$ cat src/rtl/port_rd_pkg.sv
// Shared defaults and FSM encoding for the port read scheduler.
package port_rd_pkg;

    localparam int NUM_Q_DEF  = 8;
    localparam int DATA_W_DEF = 16;
    localparam int LEN_W_DEF  = 10;

    typedef enum logic [1:0] {
        ST_IDLE = 2'd0,
        ST_REQ  = 2'd1,
        ST_XFER = 2'd2
    } rd_state_t;

endpackage

$ cat src/rtl/port_rd_picker.sv
// Combinational queue picker: strict priority (highest index) or round-robin after rr_ptr.
module port_rd_picker
    import port_rd_pkg::*;
#(
    parameter int NUM_Q  = NUM_Q_DEF,
    localparam int QID_W = (NUM_Q > 1) ? $clog2(NUM_Q) : 1
)(
    input  logic             mode,
    input  logic [NUM_Q-1:0] req,
    input  logic [QID_W-1:0] rr_ptr,
    output logic             any,
    output logic [QID_W-1:0] qid
);

    logic             found;
    logic [QID_W-1:0] idx;

    assign any = |req;

    always_comb begin
        qid   = '0;
        found = 1'b0;
        idx   = '0;
        if (!mode) begin
            for (int i = 0; i < NUM_Q; i++) begin
                if (req[i]) qid = QID_W'(i);
            end
        end else begin
            // Scan starts one past rr_ptr so the last winner is considered last.
            for (int k = 1; k <= NUM_Q; k++) begin
                idx = QID_W'((int'(rr_ptr) + k) % NUM_Q);
                if (!found && req[idx]) begin
                    found = 1'b1;
                    qid   = idx;
                end
            end
        end
    end

endmodule

$ cat src/rtl/port_rd_scheduler.sv
// Read-port scheduler: picks a queue, pops a descriptor, then streams the packet from memory.
//   state   | meaning
//   IDLE    | waiting for rd_ready and a non-empty queue; selection latched on exit
//   REQ     | pop_vld held with latched qid until pop_ack
//   XFER    | one memory read per cycle until the length counter hits zero
module port_rd_scheduler
    import port_rd_pkg::*;
#(
    parameter int NUM_Q  = NUM_Q_DEF,
    parameter int DATA_W = DATA_W_DEF,
    parameter int LEN_W  = LEN_W_DEF,
    localparam int QID_W = (NUM_Q > 1) ? $clog2(NUM_Q) : 1
)(
    input  logic              clk,
    input  logic              rst_n,
    input  logic              sched_mode,
    input  logic              rd_ready,
    input  logic [NUM_Q-1:0]  q_nonempty,
    output logic              pop_vld,
    output logic [QID_W-1:0]  pop_qid,
    input  logic              pop_ack,
    input  logic [15:0]       pop_addr,
    input  logic [LEN_W-1:0]  pop_len,
    output logic              mem_rd_en,
    output logic [15:0]       mem_rd_addr,
    input  logic [DATA_W-1:0] mem_rd_data,
    output logic              xfer_data_vld,
    output logic [DATA_W-1:0] xfer_data,
    output logic              end_of_packet
);

    rd_state_t        state, state_nxt;
    logic [QID_W-1:0] sel_q;
    logic [QID_W-1:0] rr_ptr;
    logic [15:0]      addr_q;
    logic [LEN_W-1:0] cnt_q;
    logic             xfer_vld_q;
    logic             eop_q;
    logic             pick_any;
    logic [QID_W-1:0] pick_qid;
    logic             start;
    logic             last_rd;

    port_rd_picker #(.NUM_Q(NUM_Q)) u_picker (
        .mode   (sched_mode),
        .req    (q_nonempty),
        .rr_ptr (rr_ptr),
        .any    (pick_any),
        .qid    (pick_qid)
    );

    assign start   = (state == ST_IDLE) && rd_ready && pick_any;
    assign last_rd = (state == ST_XFER) && (cnt_q == '0);

    always_ff @(posedge clk or negedge rst_n) begin
        if (!rst_n) state <= ST_IDLE;
        else        state <= state_nxt;
    end

    always_comb begin
        state_nxt = state;
        case (state)
            ST_IDLE: if (start)   state_nxt = ST_REQ;
            ST_REQ:  if (pop_ack) state_nxt = ST_XFER;
            ST_XFER: if (last_rd) state_nxt = ST_IDLE;
            default:              state_nxt = ST_IDLE;
        endcase
    end

    always_ff @(posedge clk or negedge rst_n) begin
        if (!rst_n) begin
            sel_q      <= '0;
            rr_ptr     <= QID_W'(NUM_Q - 1);
            addr_q     <= '0;
            cnt_q      <= '0;
            xfer_vld_q <= 1'b0;
            eop_q      <= 1'b0;
        end else begin
            xfer_vld_q <= mem_rd_en;
            eop_q      <= last_rd;
            case (state)
                ST_IDLE: if (start) sel_q <= pick_qid;
                ST_REQ: begin
                    if (pop_ack) begin
                        addr_q <= pop_addr;
                        cnt_q  <= pop_len;
                        rr_ptr <= sel_q;
                    end
                end
                ST_XFER: begin
                    addr_q <= addr_q + 16'd1;
                    if (cnt_q != '0) cnt_q <= cnt_q - LEN_W'(1);
                end
                default: ;
            endcase
        end
    end

    assign pop_vld       = (state == ST_REQ);
    assign pop_qid       = sel_q;
    assign mem_rd_en     = (state == ST_XFER);
    assign mem_rd_addr   = addr_q;
    assign xfer_data_vld = xfer_vld_q;
    assign xfer_data     = mem_rd_data;
    assign end_of_packet = eop_q;

endmodule

$ cat config.mk
export PLATFORM = sky130hd
export DESIGN_NAME = port_rd_scheduler
export DESIGN_NICKNAME = d
export VERILOG_FILES = /design/src/rtl/port_rd_pkg.sv /design/src/rtl/port_rd_picker.sv /design/src/rtl/port_rd_scheduler.sv
export SDC_FILE = /design/constraint.sdc
export NUM_CORES = 1
export LEC_CHECK = 0
export CAP_MARGIN = 15
export CORE_ASPECT_RATIO = 2
export CORE_MARGIN = 3
export CORE_UTILIZATION = 51
export DETAILED_ROUTE_END_ITERATION = 7
export PLACE_DENSITY = 0.86
export SLEW_MARGIN = 40
export SYNTH_ARGS = -nofsm -noshare
export SYNTH_HDL_FRONTEND = slang
export SYNTH_SLANG_ARGS = --single-unit
$ cat constraint.sdc
create_clock -name clk -period 7 [get_ports clk]
set_clock_uncertainty 0.05 [all_clocks]
set_input_delay 1.05 -clock clk [delete_from_list [all_inputs] [get_ports clk]]
set_output_delay 1.05 -clock clk [all_outputs]
set_load 0.02 [all_outputs]
run_1/m1.png
Bar = 20 um. Cells faint in the background.
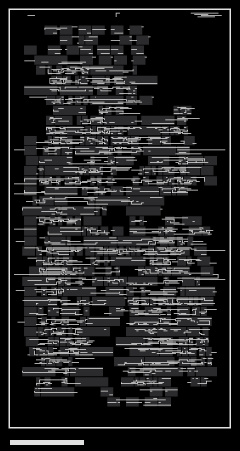
- main direction: horizontal
- wire length on this layer: 2,880 um
- share of all routed wire: 35%

run_1/m2.png
Cells faint in the background.
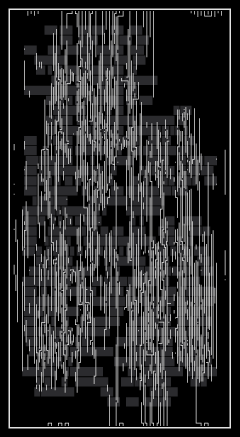
- wire length on this layer: 4,650 um
- main direction: vertical
- longest straight run: 44.9 um

==> reports/metrics.yaml, run 1 <==
clock_network:
  clk_latency_ns: 0.29
  post_cts.repair.setup_buffers: 0
  clock-sinks: 36
  cts_tree: "built"
  ctsResizeCount: 0
  cts.htree.levels: 2
  postCtsHoldBufs: 0
drt:
  drc: 0
  antenna_left: 0
  drtIter0Drc: 200
  vias_per_cell: 6.46
  totalWireLength_um: 8330
  first_pass_iters: 5
yosys:
  top_area_cell: "dfrtp_1"
  edf_count: 0
  ys_cells: 351
  area_leaders: "dfrtp_1, mux4_2, nand2_1, o21ai_0, nor2_1"
  synth_flops: 36
  yosys.cell_types.count: 62
  compound_area_share_pct: 21.7
  ys_top_cells_by_count: "nand2_1, nor2_1, dfrtp_1"
  simple_gate_area_share_pct: 23.2
  syn_area_mm2: 0.00291
  synth.net_count: 411
  ys_warn_count: 0
  mux_share_pct: 11.9
  synth-xor-area-share_pct: 1.16
setup_path:
  worstPathCellList: "nand2b_2 > inv_1 > clkdlybuf4s50_1"
  arrival_ns: 2.42
  worstSetupStartpointType: "register"
  cp-end-kind: "primary output"
  worstReg2RegEnd: "pop_qid[2]"
  max_stage_delay_ns: 0.72
  crit_type: "reg -> out"
  crit_slowest_cell: "clkdlybuf4s50_1"
  worstRegToRegCells: 9
  cp.required_ns: 5.90
placed_design:
  place_ws_ns: 3.43
  place.gp.congestion: 0.975
grt:
  gr-usage-all-layers_pct: 25.9
  antenna_found_initial: 0
  grt_max_degree: 37
  grt_pass1_wl_um: 13400
flow_run:
  drv_cap: 0
  tool_warnings: 28
die:
  fp.dieH_um: 113
  placementRows: 38
power:
  maxPowerGroup: "combinational cells"
  p_comb_mw: 1.13
  seqPwrFrac_pct: 26.7
  pwr-share-clk_pct: 8.5
  power.switching_mw: 0.866
  power.density_mw_per_mm2: 499
  power.internal_mw: 0.882
  total_power_mw: 1.75
  sw_frac_of_total_pct: 49.5
min_path:
  holdPathStages: 2
timing:
  tightest_slew_ns: 0.605
  setup_tns_ns: 0
  period_used_pct: 50.2
  fmax_mhz: 284
  setup_viol: 0
  hold_violations: 0
  fin_ws_ns: 3.48
  rsz0062_at_grt: "false"
layout:
  fin_nets: 447
run_status:
  status: "completed"
run_1/m3.png
Bar = 20 um. Cells faint in the background.
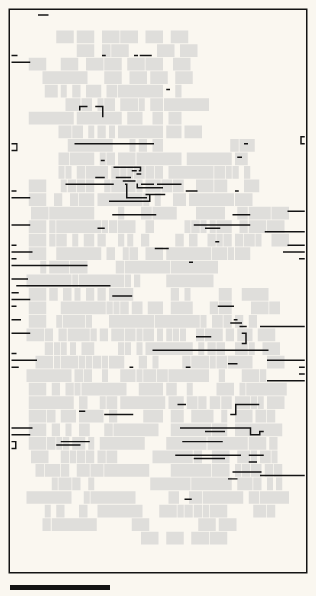
- share of all routed wire: 4.6%
- longest straight run: 23.0 um
- main direction: horizontal
- wire length on this layer: 383 um

==> run 1: worst register-to-register path: stages (launching register included) <==
cell and delay, ns:
dfstp_2 0.74, inv_1 0.21, ha_1 0.56, mux4_2 0.45, mux2i_2 0.31, and2_4 0.23
nand4b_2 0.15, o211ai_1 0.27, nor4_1 0.09, a21oi_1 0.18
==> run 1: registers in the layout, indices dropped and copies added, names as in the netlist <==
| signal | cells |
|---|---|
| rr_ptr | 3 |
| pop_qid | 3 |
| cnt_q | 10 |
| xfer_data_vld | 1 |
| state | 2 |
| mem_rd_addr | 16 |
| end_of_packet | 1 |
==> run 1: how the worst max path moves through the flow <==
stage                       start         end  slack [ns]  depth (start not counted)
global route             state[0]   mem_rd_en        3.32                          3
floorplan               rr_ptr[1]  pop_qid[1]        4.03                         12
finish                   state[0]   mem_rd_en        3.48                          3
detailed placement  q_nonempty[1]  pop_qid[0]        3.43                          8
global placement    q_nonempty[1]  pop_qid[0]        3.45                          8
CTS                      state[1]   mem_rd_en        3.25                          3
==> run 1: per-stage QoR <==
step	std cells	hold slack, ns	area [um^2]	utilization (%)
global placement	440	0.449	3410	62.4
floorplan	351	0.423	2910	-
global route	448	0.478	3500	64.1
CTS	448	0.447	3500	64.0
finish	448	0.449	3500	64.1
detailed placement	440	0.437	3410	62.4
==> run 1: layout make-up <==
class	instances	area, um^2
repair buffers	63	626
inverters	15	56.3
multi-input cells	266	1760
clock buffers	5	68.8
fillers	473	1960
clock inverters	3	18.8
well taps	60	75.1
flip-flops and latches	36	905
==> run 1: metal layers <==
layer | routed length (um) | GRT usage, %
met5 | 0 | 0
met1 | 2880 | 26.6
met3 | 382 | 3.08
met2 | 4650 | 46.5
met4 | 408 | 16.6
==> inputs of run 2 (changes only) <==
- CORE_UTILIZATION: 51 -> 47
- PLACE_DENSITY: 0.86 -> 0.8
- clock period: 7 -> 3.4 ns (I/O delays scaled with it)
run_2/placed.png
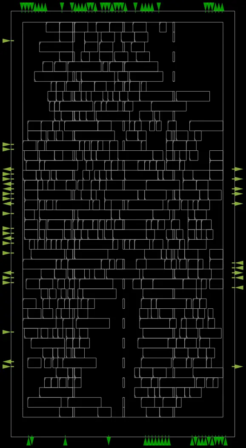
Tap Cells: 63
final core utilization: 60.4%
sequential share of cell area: 24.9%
# rows: 40

run_2/m2.png
Cells faint in the background.
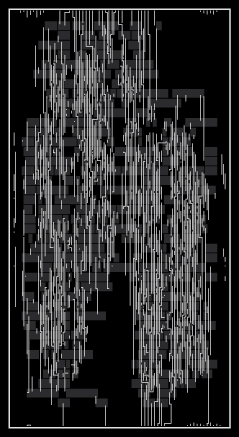
- nets with wire on the layer: 387
- longest straight run: 46.9 um
- main direction: vertical
- wire length on this layer: 4,860 um
- share of all routed wire: 55%

==> reports/metrics.yaml, run 2 <==
placed_design:
  io_buffers: 61
  place_ws_ns: 0.345  # -3.09 ns
  placed_cells: 450  # +2.3%
  dp_hpwl_um: 6670
  dpl_cell_area_mm2: 0.00346  # +1.5%
  place.gp.congestion: 0.984  # +0.94%
timing:
  setup_tns_ns: 0  # unchanged
  tightest_slew_ns: 0.529  # -0.0757 ns
  timing.hold.ws_ns: 0.149  # -0.299 ns
  setup_viol: 0  # unchanged
  slew_violations: 0
  fin_ws_ns: 0.235  # -3.25 ns
  period_used_pct: 93.1
  min_period_ns: 3.16
  hold_violations: 0  # unchanged
  rsz0062_at_grt: "false"
  fmax_mhz: 316
  relSlewSlack_pct: 63.7
grt:
  grt_pass1_wl_um: 14100  # +5.6%
  gr-usage-all-layers_pct: 26.1  # +0.22 points
  grt_pass1_vias: 2932
  antenna_found_initial: 0  # unchanged
  grt_max_degree: 24  # -35%
  grt-ovfl-total: 0
clock_network:
  post_cts.repair.setup_buffers: 0  # unchanged
  path_clk_slew_ns: 0.06
  clock-sinks: 36  # unchanged
  clk_latency_ns: 0.29  # about the same
  ctsResizeCount: 0  # unchanged
  cts-root-buf: "clkbuf_16"
  numCtsBuffers: 5
  cts_tree: "built"
  cts.htree.levels: 2  # unchanged
  postCtsHoldBufs: 0  # unchanged
  cts_max_path_buffers: 2
yosys:
  yosys.cell_types.count: 62  # unchanged
  top_area_cell: "dfrtp_1"
  syn_area_per_cell_um2: 8.29
  edf_count: 0  # unchanged
  syn_area_mm2: 0.00291  # unchanged
  flop_cell: "dfrtp_1"
  ys_warn_count: 0  # unchanged
  synth_flops: 36  # unchanged
  synth-area-yosys_mm2: 0.00291
  ys_cells: 351  # unchanged
  area_leaders: "dfrtp_1, mux4_2, nand2_1, o21ai_0, nor2_1"
  ys_top_cells_by_count: "nand2_1, nor2_1, dfrtp_1"
  most_common_cell: "nand2_1"
  synth.net_count: 411  # unchanged
  synth.top_cell.area_share_pct: 28.4
  synthArstFlopShare_pct: 100
  netlist_instances: 351
  yosysSeqAreaShare_pct: 31.1
setup_path:
  arrival_ns: 3.28  # +0.86 ns
  crit_type: "reg -> reg"
  path_buffers: 2
  critPathTopFamily: "flip-flops"
  worstPathCellList: "inv_1 > ha_1 > mux4_2 > mux2i_1 > buf_4 > nand2b_1 > a21oi_1 > nor4bb_1 > nor4_1 > a21oi_1"
  cp.required_ns: 3.52  # -2.38 ns
  worstRegToRegCells: 10  # +1
  cp-end-kind: "register"
  max_stage_delay_ns: 0.73  # about the same
  r2r-start: "rr_ptr[0]"
  critPathMaxFanout: 13
  worstSetupStartpointType: "register"
  rrSetupSlack_ns: 0.24
  crit_top_cell: "a21oi_1"
  worstReg2RegEnd: "pop_qid[2]"
  crit_slowest_cell: "dfstp_2"
layout:
  largest_reg_flops: 16  # unchanged
  lay_top_count: "clkdlybuf4s50_1"
  num_antenna_cells: 0
  fin_cells: 458  # +2.2%
  final_area_mm2: 0.00363  # +3.6%
  lay_top_cells: "clkdlybuf4s50_1, nand2_1, nor2_1, dfrtp_1, o21ai_0"
  fin_nets: 454  # +1.6%
  drive_above_1_share_pct: 11.1
  layout-area-overhead-vs-synth_pct: 24.7
power:
  sw_frac_of_total_pct: 47.4  # -2.2 points
  p_leak_nw: 1.45
  power.internal_mw: 2.07  # +130%
  power.density_mw_per_mm2: 1080  # +120%
  seqPwrFrac_pct: 23.7  # -3.0 points
  ir_drop_uv: 619
  power.switching_mw: 1.86  # +110%
  pwr-share-clk_pct: 13.4  # +4.9 points
  combPwrFrac_pct: 62.8
  total_power_mw: 3.93  # +120%
drt:
  drtIter0Drc: 215  # +7.5%
  drc: 0  # unchanged
  antenna_left: 0  # unchanged
  vias: 2948
  first_pass_iters: 4  # -1
  met2_length_um: 4860  # +4.5%
  top_layer: "met4"
  totalWireLength_um: 8800  # +5.6%
  dr_wl_met3_um: 418  # +9.4%
  routedWlPerCell_um: 19.2
  drt-met1-wl_um: 3000  # +3.9%
  vias_per_cell: 6.44  # -0.36%
flow_run:
  tool_warnings: 28  # unchanged
  drv_cap: 0  # unchanged
die:
  fp.coreArea_mm2: 0.00601
  fp_util_pct: 48.5
  dieArea_mm2: 0.00723
  ios: 94
  fp.dieH_um: 117  # +3.9%
  die_w_um: 61.7
run_status:
  status: "completed"
min_path:
  hold_class: "in -> async"
## run 2: cell families after synthesis
family,Yosys count,synth area share [%]
simple gates,138,23.2
compound gates,100,21.7
buf+inv,49,8.85
flops,36,31.1
mux,20,11.9
fa+ha+maj,5,2.15
xor+xnor,3,1.16
## run 2: worst max path at each step
stage | from | endpoint | slack, ns | depth (start not counted)
floorplan | rr_ptr[1] | pop_qid[1] | 0.43 | 12
global placement | rr_ptr[0] | pop_qid[2] | 0.35 | 9
detailed placement | q_nonempty[3] | pop_qid[1] | 0.34 | 8
CTS | rr_ptr[0] | pop_qid[2] | 0.33 | 10
global route | rr_ptr[0] | pop_qid[2] | 0.02 | 10
finish | rr_ptr[0] | pop_qid[2] | 0.24 | 10
## run 2: cell type report
| class | instances | area [um^2] |
|---|---|---|
| clock buffer | 5 | 125 |
| clock inverter | 3 | 42.5 |
| fill | 547 | 2380 |
| inverter | 15 | 56.3 |
| multi-input combinational | 266 | 1750 |
| sequential | 36 | 905 |
| tap | 63 | 78.8 |
| timing repair buffer | 70 | 673 |
## run 2: layer usage
metal / up-vias / track usage [%]
met5: - / 0
met4: 0 / 17.3
met3: 41 / 4.74
met2: 124 / 44.3
met1: 1423 / 27.1
li1: 1360 / -
## run 2: power by group through the flow
| stage | Sequential [mW] | Clock [mW] | Combinational, mW |
|---|---|---|---|
| 3_3_place_gp | 0.919 | 0 | 2.39 |
| 6_report | 0.932 | 0.527 | 2.47 |
| 2_1_floorplan | 0.945 | 0 | 1.64 |
| 4_1_cts | 0.925 | 0.533 | 2.43 |
| 3_5_place_dp | 0.929 | 0 | 2.42 |
| 5_1_grt | 0.971 | 0.552 | 2.66 |
Power and IR drop assume default switching activity.
